[src/rtl/blackjack_pkg.sv]
// Shared state, result and target types plus card constants for the blackjack round controller.
package blackjack_pkg;

  typedef enum logic [3:0] {
    StIdle,
    StClear,
    StFetch,
    StDeal,
    StReady,
    StSettle,
    StPWait,
    StDCheck,
    StCmp,
    StCmpWait,
    StDone,
    StError
  } ctrl_state_t;

  typedef enum logic [1:0] {
    ResNone   = 2'b00,
    ResPlayer = 2'b01,
    ResDealer = 2'b10,
    ResTie    = 2'b11
  } result_t;

  typedef enum logic {
    TgtPlayer = 1'b0,
    TgtDealer = 1'b1
  } target_t;

  localparam int unsigned NUM_INIT_CARDS = 4;
  localparam int unsigned MAX_CARD       = 10;

  // Ace arrives as 0 and counts as 1; face cards 11..15 count as 10.
  function automatic logic [3:0] clamp_card(input logic [3:0] card);
    logic [3:0] val;
    val = card;
    if (card == 4'd0) begin
      val = 4'd1;
    end else if (card > 4'(MAX_CARD)) begin
      val = 4'(MAX_CARD);
    end
    return val;
  endfunction

endpackage

[src/rtl/deal_seq.sv]
// Single-card dealer: fetches one card from the deck, presents it to alu_logic and waits for
// the sums to settle. Reports done in the last settle cycle so the round FSM can chain cards.
module deal_seq
  import blackjack_pkg::*;
#(
  parameter int unsigned SETTLE_CYCLES = 2,
  parameter int unsigned FETCH_TIMEOUT = 255
) (
  input  logic       clk,
  input  logic       rst,
  input  logic       go,
  input  target_t    target,
  input  logic       card_valid,
  input  logic [3:0] card_in,
  output logic       card_req,
  output logic       deal_player,
  output logic       deal_dealer,
  output logic       card_ready,
  output logic [3:0] card_value,
  output logic       done,
  output logic       timeout
);

  localparam logic [3:0] SettleLast = 4'(SETTLE_CYCLES - 1);
  localparam logic [7:0] FetchLast  = 8'(FETCH_TIMEOUT - 1);

  ctrl_state_t phase_q;
  target_t     tgt_q;
  logic [3:0]  settle_cnt_q;
  logic [7:0]  wait_cnt_q;
  logic        card_req_q;
  logic        deal_player_q;
  logic        deal_dealer_q;
  logic        card_ready_q;
  logic [3:0]  card_q;

  // Combinational so the next FETCH can start on the same edge the decision is made.
  assign done    = (phase_q == StSettle) && (settle_cnt_q == SettleLast);
  assign timeout = (phase_q == StFetch) && !card_valid && (wait_cnt_q == FetchLast);

  assign card_req    = card_req_q;
  assign deal_player = deal_player_q;
  assign deal_dealer = deal_dealer_q;
  assign card_ready  = card_ready_q;
  assign card_value  = card_q;

  always_ff @(posedge clk) begin
    if (!rst) begin
      phase_q       <= StIdle;
      tgt_q         <= TgtPlayer;
      settle_cnt_q  <= '0;
      wait_cnt_q    <= '0;
      card_req_q    <= 1'b0;
      deal_player_q <= 1'b0;
      deal_dealer_q <= 1'b0;
      card_ready_q  <= 1'b0;
      card_q        <= '0;
    end else begin
      deal_player_q <= 1'b0;
      deal_dealer_q <= 1'b0;
      card_ready_q  <= 1'b0;
      case (phase_q)
        StIdle: begin
          if (go) begin
            phase_q    <= StFetch;
            tgt_q      <= target;
            wait_cnt_q <= '0;
            card_req_q <= 1'b1;
          end
        end
        StFetch: begin
          if (card_valid) begin
            phase_q       <= StDeal;
            card_req_q    <= 1'b0;
            card_q        <= clamp_card(card_in);
            deal_player_q <= (tgt_q == TgtPlayer);
            deal_dealer_q <= (tgt_q == TgtDealer);
          end else if (wait_cnt_q == FetchLast) begin
            phase_q    <= StIdle;
            card_req_q <= 1'b0;
          end else begin
            wait_cnt_q <= wait_cnt_q + 8'd1;
          end
        end
        StDeal: begin
          phase_q      <= StReady;
          card_ready_q <= 1'b1;
        end
        StReady: begin
          phase_q      <= StSettle;
          settle_cnt_q <= '0;
        end
        StSettle: begin
          if (done) begin
            if (go) begin
              phase_q    <= StFetch;
              tgt_q      <= target;
              wait_cnt_q <= '0;
              card_req_q <= 1'b1;
            end else begin
              phase_q <= StIdle;
            end
          end else begin
            settle_cnt_q <= settle_cnt_q + 4'd1;
          end
        end
        default: phase_q <= StIdle;
      endcase
    end
  end

endmodule

[src/rtl/blackjack_ctrl.sv]
// Round sequencer: initial deal, player hit/stand turn, dealer auto-hit loop and compare.
// Card movement is delegated to deal_seq; this FSM sits in StFetch while a card is in flight.
module blackjack_ctrl
  import blackjack_pkg::*;
#(
  parameter int unsigned SETTLE_CYCLES = 2,
  parameter int unsigned FETCH_TIMEOUT = 255
) (
  input  logic       clk,
  input  logic       rst,
  input  logic       start_btn,
  input  logic       hit_btn,
  input  logic       stand_btn,
  output logic       card_req,
  input  logic       card_valid,
  input  logic [3:0] card_in,
  output logic       clear_sums,
  output logic       deal_player,
  output logic       deal_dealer,
  output logic       card_ready,
  output logic       compare,
  output logic       stand_active,
  output logic [3:0] card_value,
  input  logic       player_bust,
  input  logic       dealer_bust,
  input  logic       dealer_auto_hit,
  input  logic       player_win,
  input  logic       dealer_win,
  input  logic       tie,
  output logic       round_done,
  output logic [1:0] result,
  output logic       error
);

  localparam logic [2:0] InitCards = 3'(NUM_INIT_CARDS);

  ctrl_state_t state_q;
  logic [2:0]  deal_cnt_q;
  target_t     tgt_q;
  result_t     result_q;
  logic        clear_sums_q;
  logic        compare_q;
  logic        stand_active_q;
  logic        round_done_q;
  logic        error_q;

  logic        go;
  target_t     go_tgt;
  logic        seq_done;
  logic        seq_timeout;
  logic        initial_deal;

  assign initial_deal = deal_cnt_q < InitCards;

  assign clear_sums   = clear_sums_q;
  assign compare      = compare_q;
  assign stand_active = stand_active_q;
  assign round_done   = round_done_q;
  assign result       = result_q;
  assign error        = error_q;

  // Card launch decision; the FSM below follows go into StFetch.
  always_comb begin
    go     = 1'b0;
    go_tgt = TgtPlayer;
    case (state_q)
      StClear: go = 1'b1;
      StFetch: begin
        if (seq_done && initial_deal && ((deal_cnt_q + 3'd1) < InitCards)) begin
          go     = 1'b1;
          // Next card index is deal_cnt+1; odd indices go to the dealer.
          go_tgt = deal_cnt_q[0] ? TgtPlayer : TgtDealer;
        end
      end
      StPWait: go = hit_btn && !stand_btn;
      StDCheck: begin
        if (!dealer_bust && dealer_auto_hit) begin
          go     = 1'b1;
          go_tgt = TgtDealer;
        end
      end
      default: ;
    endcase
  end

  always_ff @(posedge clk) begin
    if (!rst) begin
      state_q        <= StIdle;
      deal_cnt_q     <= '0;
      tgt_q          <= TgtPlayer;
      result_q       <= ResNone;
      clear_sums_q   <= 1'b0;
      compare_q      <= 1'b0;
      stand_active_q <= 1'b0;
      round_done_q   <= 1'b0;
      error_q        <= 1'b0;
    end else begin
      clear_sums_q <= 1'b0;
      compare_q    <= 1'b0;
      if (go) tgt_q <= go_tgt;
      case (state_q)
        StIdle, StDone, StError: begin
          if (start_btn) begin
            state_q        <= StClear;
            clear_sums_q   <= 1'b1;
            deal_cnt_q     <= '0;
            result_q       <= ResNone;
            stand_active_q <= 1'b0;
            round_done_q   <= 1'b0;
            error_q        <= 1'b0;
          end
        end
        StClear: state_q <= StFetch;
        StFetch: begin
          if (seq_timeout) begin
            state_q <= StError;
            error_q <= 1'b1;
          end else if (seq_done) begin
            if (initial_deal) deal_cnt_q <= deal_cnt_q + 3'd1;
            if (go) begin
              state_q <= StFetch;
            end else if (initial_deal || (tgt_q == TgtPlayer)) begin
              if (player_bust) begin
                state_q        <= StCmp;
                compare_q      <= 1'b1;
                stand_active_q <= 1'b1;
              end else begin
                state_q <= StPWait;
              end
            end else begin
              state_q <= StDCheck;
            end
          end
        end
        StPWait: begin
          if (stand_btn) begin
            stand_active_q <= 1'b1;
            state_q        <= StDCheck;
          end else if (hit_btn) begin
            state_q <= StFetch;
          end
        end
        StDCheck: begin
          if (go) begin
            state_q <= StFetch;
          end else begin
            state_q        <= StCmp;
            compare_q      <= 1'b1;
            stand_active_q <= 1'b1;
          end
        end
        StCmp: state_q <= StCmpWait;
        StCmpWait: begin
          state_q      <= StDone;
          round_done_q <= 1'b1;
          if (player_win) begin
            result_q <= ResPlayer;
          end else if (dealer_win) begin
            result_q <= ResDealer;
          end else if (tie) begin
            result_q <= ResTie;
          end else begin
            result_q <= ResNone;
          end
        end
        default: state_q <= StIdle;
      endcase
    end
  end

  deal_seq #(
    .SETTLE_CYCLES(SETTLE_CYCLES),
    .FETCH_TIMEOUT(FETCH_TIMEOUT)
  ) u_deal_seq (
    .clk        (clk),
    .rst        (rst),
    .go         (go),
    .target     (go_tgt),
    .card_valid (card_valid),
    .card_in    (card_in),
    .card_req   (card_req),
    .deal_player(deal_player),
    .deal_dealer(deal_dealer),
    .card_ready (card_ready),
    .card_value (card_value),
    .done       (seq_done),
    .timeout    (seq_timeout)
  );

endmodule

[config.mk]
export PLATFORM = sky130hd
export DESIGN_NAME = blackjack_ctrl
export DESIGN_NICKNAME = d
export VERILOG_FILES = /design/src/rtl/blackjack_pkg.sv /design/src/rtl/deal_seq.sv /design/src/rtl/blackjack_ctrl.sv
export SDC_FILE = /design/constraint.sdc
export NUM_CORES = 1
export LEC_CHECK = 0
export CAP_MARGIN = 30
export CORE_MARGIN = 5
export CORE_UTILIZATION = 54
export CTS_CLUSTER_SIZE = 30
export DETAILED_ROUTE_END_ITERATION = 16
export PLACE_DENSITY = 0.79
export SYNTH_ARGS = -nofsm -noshare
export SYNTH_HDL_FRONTEND = slang
export SYNTH_SLANG_ARGS = --single-unit
[constraint.sdc]
create_clock -name clk -period 2.37 [get_ports clk]
set_clock_uncertainty 0.1 [all_clocks]
set_input_delay 0.474 -clock clk [delete_from_list [all_inputs] [get_ports clk]]
set_output_delay 0.474 -clock clk [all_outputs]
set_load 0.02 [all_outputs]
### Routed metal per tile

Scale bar: 20 µm. 15 x 15 tiles, from dark blue (low) to red (high), scaled to the fullest tile. Values are wire area over tile area, all layers added.
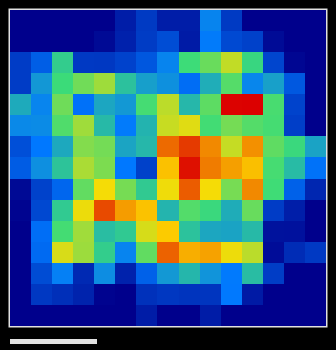
emptiest ninth of the die: south-east
tiles over half the peak: 28%
nearly empty tiles: 21%
densest ninth of the die: center

### Sequential cells grouped by signal name

Scale bar: 20 µm. Other sequential cells in the stronger gray, the rest of the logic in the fainter gray.
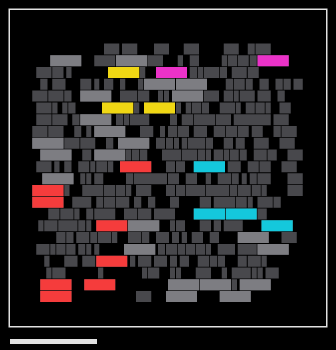
legend:
  u_deal_seq.wait_cnt_q:
    color: red
    sequential_cells: 8
  state_q:
    color: cyan
    sequential_cells: 4
  result:
    color: magenta
    sequential_cells: 2
  deal_cnt_q:
    color: yellow
    sequential_cells: 3

### Clock routing

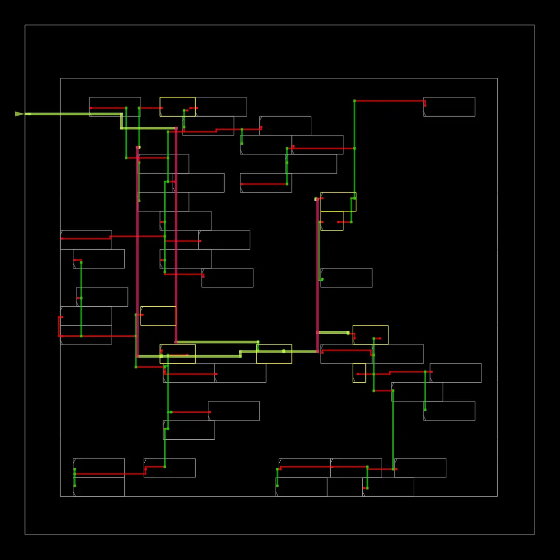
later-pin clock latency in the skew report: 0.30 ns
clk pwr: 474 µW
CTS buffer count: 5
registers: 39

### M1 wires

Scale bar: 20 µm.
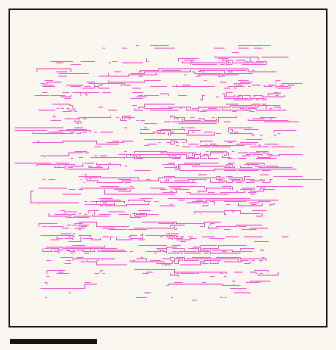
wire length on this layer: 2,210 µm
longest straight run: 20.7 µm
share of all routed wire: 46%
nets with wire on the layer: 285
main direction: horizontal

### Pin map

Scale bar: 20 µm. Pins as bars across the die edge, other pins in gray.
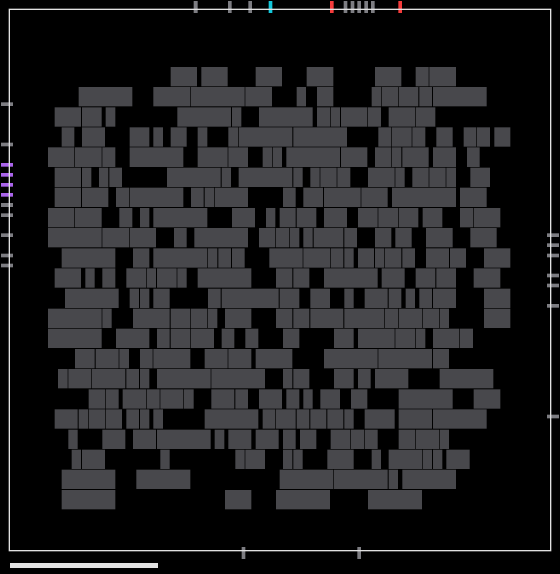
legend:
  result:
    color: red
    pins: 2
    direction: output
    edge: north
  clear_sums:
    color: cyan
    pins: 1
    direction: output
    edge: north
  card_in:
    color: purple
    pins: 4
    direction: input
    edge: west
all pins by edge: 11 west, 11 north, 7 east, 2 south

==> run notes <==
Synthesis and PnR results.

- The run finished with clean final reports.
- The number of antenna violations at the first check in global routing is 0.
- Before antenna repair, the detailed router went through 4 iterations.
- The number of DRC violations after detailed routing is 0.
- Registers take 781 µm².
- The detailed-route via count is 1,967.
- The end of the worst register-to-register path reads u_deal_seq.wait_cnt_q[5].
- The critical-path maximum fanout is 17.
- The number of cell instances after yosys synthesis reads ~250.
- The switching power reads 594 µW.
- The total die size reads 5320 µm².
- The total I/O pin count is 31.
- The number of nets in the synthesized netlist is 275.
- Counting the warning lines in the Yosys log gives 0.
- After clock tree synthesis, the repair step resized 0 gates.
- The post-synthesis sequential element count is 39.
- The count of nets after finishing is 313.
- The detailed-placement wirelength estimate is 3.57 mm.
- The combinational power share is between 30% and 40%.
- The number of buffer cells added on primary ports is 30.
- Setup repair after global routing left no endpoint under its margin.
- Setup slack on the worst path after placement came out at 0.0445 ns.
- CTS saw 39 sinks.
- The worst reg-to-reg setup slack reads approximately 0.27 ns.
- The start-to-end type of the worst setup path is reg2reg.
- After synthesis, the netlist uses 60 different library cells.
- Global routing used 19.1% of the available tracks.
- In the post-route analysis, the smallest setup slack over all paths is 0.266 ns.
- STA classifies the critical path startpoint as a flop.
- The power density normalized to cell area is 688 nW/µm².
- The number of standard cells in the layout, taps in and fillers out is 341.
- The violation tally recorded at the end of detailed-routing iteration 0 is 128.
- Listed in order, past its start point the critical path passes and2_1, nand4_1, and3_1, buf_4, o21ai_2, nor2_1.
- After global routing the overflow that remains totals 0.
- The power after layout is 1.80 mW.
- The number of enable-type register cells in the synthesized netlist is 0.
- The final tally of setup violations reads 0.
- The worst setup path is captured at a flop.
- The number of placed cells counting well taps is between 300 and 400.
- The finished cells cover 2620 µm².
- After synthesis, the mean cell area works out to 8.41 µm².
- Per the post-route antenna check, the number of violating nets is 0.
- The synthesized instance count reads 254.
- Across all hold checks on the routed design, the worst slack comes to between 0.3 and 0.4 ns.
- The switching fraction of total power is 33.0%.
- The layout overhead on the synthesized area is 22.5%.
- Before placement the cells fill roughly 57% of the core.
- The ratio of routed vias to standard cells is 5.77.
- The number of levels in the clock H-tree reads 2.
- In this build the clock could be raised as far as ~480 MHz.
- The post-CTS setup repair buffer count is 0.
- The tally of filler cells in the layout reads about 320.
- The class of the tightest hold or removal check is reg2reg.
- The worst hold path depth is 2.
- After detailed routing, the average wire length per cell comes to 14.0 µm.
- The count of maximum capacitance violations is 0.
- The core footprint reads 3740 µm².
- The final clock period utilization by the worst path is 88.8%.
- The number of hold buffers added after CTS is 0.
- The proportion of synthesized flip-flops having asynchronous set or reset reads 0%.
- The final max-slew violation count recorded for this run is 0.
- The post-detailed-placement cell area is 2520 µm².
- The utilization of the core after routing is 70.0%.
- VDD sags by at most 0.000432 V.
- The number of rows created at floorplan reads 22.
- The most frequently used flop master after synthesis reads sky130_fd_sc_hd__dfxtp_1.
- The synthesized netlist occupies a cell area of 2140 µm².
- The data required time at the worst endpoint is 2.45 ns.
- The number of global-route vias before repair reads 1,828.
- The number of cell instances on the worst register-to-register path is 6.
- The root buffer cell chosen for the clock tree is sky130_fd_sc_hd__clkbuf_8.
- The time the final worst path needs with I/O delays and setup reads 2.10 ns.
- The final routed wirelength across all metal layers is approximately 4.8 mm.
- The area of the multi-input gates reads 1250 µm².
- The endpoint with the worst hold slack reads round_done.
- The most frequent cell after synthesis is sky130_fd_sc_hd__dfxtp_1.
- The height of the die is 72.9 µm.
- The accumulated negative setup slack is 0 ns.
- The arrival time of data at the critical path endpoint is between 2 and 2.5 ns.
-- cell usage in the layout, fill, tap and decap left out, types with 4 or more instances in the layout --
master,n
sky130_fd_sc_hd__a211oi_1,5
sky130_fd_sc_hd__a21oi_1,16
sky130_fd_sc_hd__a31oi_1,5
sky130_fd_sc_hd__and2_1,6
sky130_fd_sc_hd__and3_1,4
sky130_fd_sc_hd__buf_4,13
sky130_fd_sc_hd__clkbuf_8,6
sky130_fd_sc_hd__clkdlybuf4s50_1,30
sky130_fd_sc_hd__dfxtp_1,39
sky130_fd_sc_hd__ha_1,5
sky130_fd_sc_hd__inv_1,8
sky130_fd_sc_hd__nand2_1,14
sky130_fd_sc_hd__nand2b_1,5
sky130_fd_sc_hd__nand3_1,9
sky130_fd_sc_hd__nand4_1,6
sky130_fd_sc_hd__nor2_1,37
sky130_fd_sc_hd__nor2b_1,4
sky130_fd_sc_hd__nor3_1,9
sky130_fd_sc_hd__o21ai_0,10
sky130_fd_sc_hd__xor2_1,6
-- registers in the layout, summed over array words and instances (netlist names) --
signal and cells:
stand_active 1, result 2, u_deal_seq.deal_player 1, u_deal_seq.deal_dealer 1, clear_sums 1, u_deal_seq.phase_q 3
u_deal_seq.card_value 4, u_deal_seq.tgt_q 1, u_deal_seq.card_req 1, u_deal_seq.settle_cnt_q 4, compare 1, u_deal_seq.wait_cnt_q 8
state_q 4, deal_cnt_q 3, error 1, round_done 1, u_deal_seq.card_ready 1, tgt_q 1
-- kinds of logic after synthesis --
logic type,count (synthesis),share of synthesized area [%]
flip-flops,39,36.5
AND/OR/NAND/NOR,116,30.2
adder cells (fa/ha/maj),5,2.93
multiplexers,4,1.99
XOR/XNOR,8,3.28
buffers and inverters,20,4.80
AND-OR/OR-AND,62,20.3
-- worst max-delay path: cells and delay by family, from the launching register on --
family,cells,cell delay (ns)
AOI/OAI and AO/OA,1,0.26
buffers and inverters,1,0.17
and+or+nand+nor,4,0.81
DFF,1,0.67
-- how the worst max path moves through the flow --
| stage | start | endpoint | slack [ns] |
|---|---|---|---|
| floorplan | u_deal_seq.settle_cnt_q[0] | state_q[1] | 0.51 |
| global placement | start_btn | state_q[1] | 0.12 |
| detailed placement | dealer_bust | u_deal_seq.phase_q[1] | 0.04 |
| CTS | state_q[2] | u_deal_seq.wait_cnt_q[5] | 0.29 |
| finish | state_q[2] | u_deal_seq.wait_cnt_q[5] | 0.27 |
| global route | u_deal_seq.phase_q[1] | state_q[1] | 0.14 |
-- metal layers --
layer / global-route usage, % / vias to the layer above / routed length [µm]
met2: 30.4 / 56 / 2170
li1: - / 996 / -
met4: 9.02 / 0 / 90
met5: 0 / - / 0
met1: 24.2 / 906 / 2210
met3: 4.41 / 9 / 297
-- final cells by class --
class / count / area share [%]
Inverter: 8 / 1.15
Timing Repair Buffer: 43 / 15.2
Tap cell: 48 / 2.29
Multi-Input combinational cell: 195 / 47.9
Clock inverter: 2 / 0.526
Clock buffer: 6 / 3.15
Sequential cell: 39 / 29.8
-- power by group through the flow --
stage	clock, mW	combinational [mW]	sequential, mW
CTS	0.487	0.561	0.767
detailed placement	0	0.556	0.782
finish	0.474	0.561	0.767
global route	0.511	0.616	0.779
floorplan	0	0.374	0.782
global placement	0	0.550	0.782
Power is estimated from default activity; no workload was simulated.
